==> config.mk <==
export PLATFORM = sky130hd
export DESIGN_NAME = led_fader
export DESIGN_NICKNAME = d
export VERILOG_FILES = /design/src/rtl/led_pkg.sv /design/src/rtl/led_tick_gen.sv /design/src/rtl/led_fader.sv
export SDC_FILE = /design/constraint.sdc
export NUM_CORES = 1
export LEC_CHECK = 0
export CAP_MARGIN = 10
export CORE_MARGIN = 4
export CORE_UTILIZATION = 40
export CTS_BUF_LIST = sky130_fd_sc_hd__clkbuf_8
export DETAILED_ROUTE_END_ITERATION = 16
export GPL_TIMING_DRIVEN = 0
export HOLD_SLACK_MARGIN = 0.1
export REMOVE_ABC_BUFFERS = 1
export SETUP_SLACK_MARGIN = 0.1
export SLEW_MARGIN = 20
export SYNTH_ARGS = -nofsm -noshare
export SYNTH_HDL_FRONTEND = slang
export SYNTH_SLANG_ARGS = --single-unit
==> constraint.sdc <==
create_clock -name SYSCLK -period 2.2 [get_ports SYSCLK]
set_input_delay 0.44 -clock SYSCLK [delete_from_list [all_inputs] [get_ports SYSCLK]]
set_output_delay 0.44 -clock SYSCLK [all_outputs]
set_load 0.02 [all_outputs]
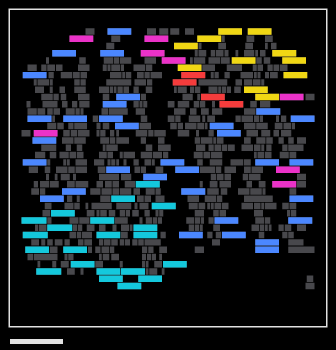
Fig. 1. Register map, names as in the netlist.
Scale bar: 20 um. Other cells in grey.
Key: `r_slot` = red [flops 4, where top centre]; `u_fade_tick.r_cnt` = cyan [flops 21]; `LED` = magenta [flops 8]; `u_pwm_tick.r_cnt` = yellow [flops 11, where upper right]; `r_level` = blue [flops 32]
Finished Core Util: 49.9%
Sequential Power: 0.00150 W

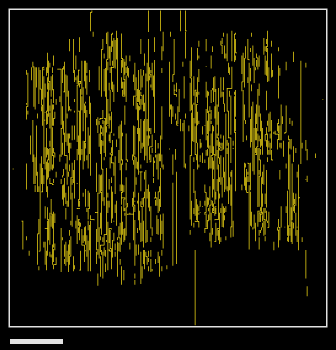
Fig. 2. M2 wires.
Scale bar: 20 um.
504 nets have wire on it. The layer holds 49% of the routed length. The longest straight run is 39.8 um. The layer carries 5530 um of wire. The wires run mostly vertical.
DR vias: 3976
met2 usage: 28.2%
Detailed Route WL: 11.4 mm

==> Slide: Implementation Results <==
Implementation Results

Logic synthesis
  • Top cells by area: dfrtp_1 39%, ha_1 13%, o21a_1 3.7%
  • Mapped Cells: between 400 and 500
  • Ys cells: 496
  • Top FF cell, synth: dfrtp_1
  • Number of enable flip-flop cells: 0
  • Synth async-reset ratio: 100%
  • Ys Warns: 0
  • Commonest cells in the netlist: 76 x dfrtp_1, 51 x ha_1, 35 x inv_1
  • Xor/xnor share: 3.97%
  • Yosys stat chip area: 4860 um2

Placed design
  • GP Congestion: 0.761
  • Input/output buffers: 18

Timing
  • Final worst-path cycle share: 104%
  • Fin. max-slew vios: 0
  • # setup viols final: 5
  • Slew HR: 58.2%
  • Top achievable clock speed: approximately 440 MHz
  • Final Worst Setup Slack: -0.0857 ns
  • Slew @ Worst Pin: 0.622 ns

Worst setup path
  • Critical path endpoint category: register
  • Crit path max-delay family: simple AND/OR/NAND/NOR gates
  • WP data arrival: about 2.5 ns
  • Critical path depth: 5

Clock network
  • Hold_buf cts: 1
  • Clock Latency Late Sink: 0.35 ns
  • Setup repair bufs after CTS: 15
  • CTS Buf Count: 9

Global route
  • First-pass GRT wire length: approximately 19 mm
  • Antenna violations before repair: 0
  • Vias in the first global route: 3982
  • Met1 global-route usage: 22.0%

Layout
  • Count of plain and timing-repair buffers: about 46
  • Layout area overhead: 19.9%
  • Flip-flops: roughly 76

Worst hold path
  • Cells on Worst Hold Path: 1

Power
  • Flop pwr share: between 40 and 50%
  • Clk. pwr: 0.00118 W

Drt
  • Met3 wire len: 431 um

Die
  • Floorplan die height: 118 um
  • Die Wd: 118 um

Run status
  • Status: finished with violations
  • Failing checks: setup timing
Power figures rest on the tool's default switching activity, not on a simulated workload.
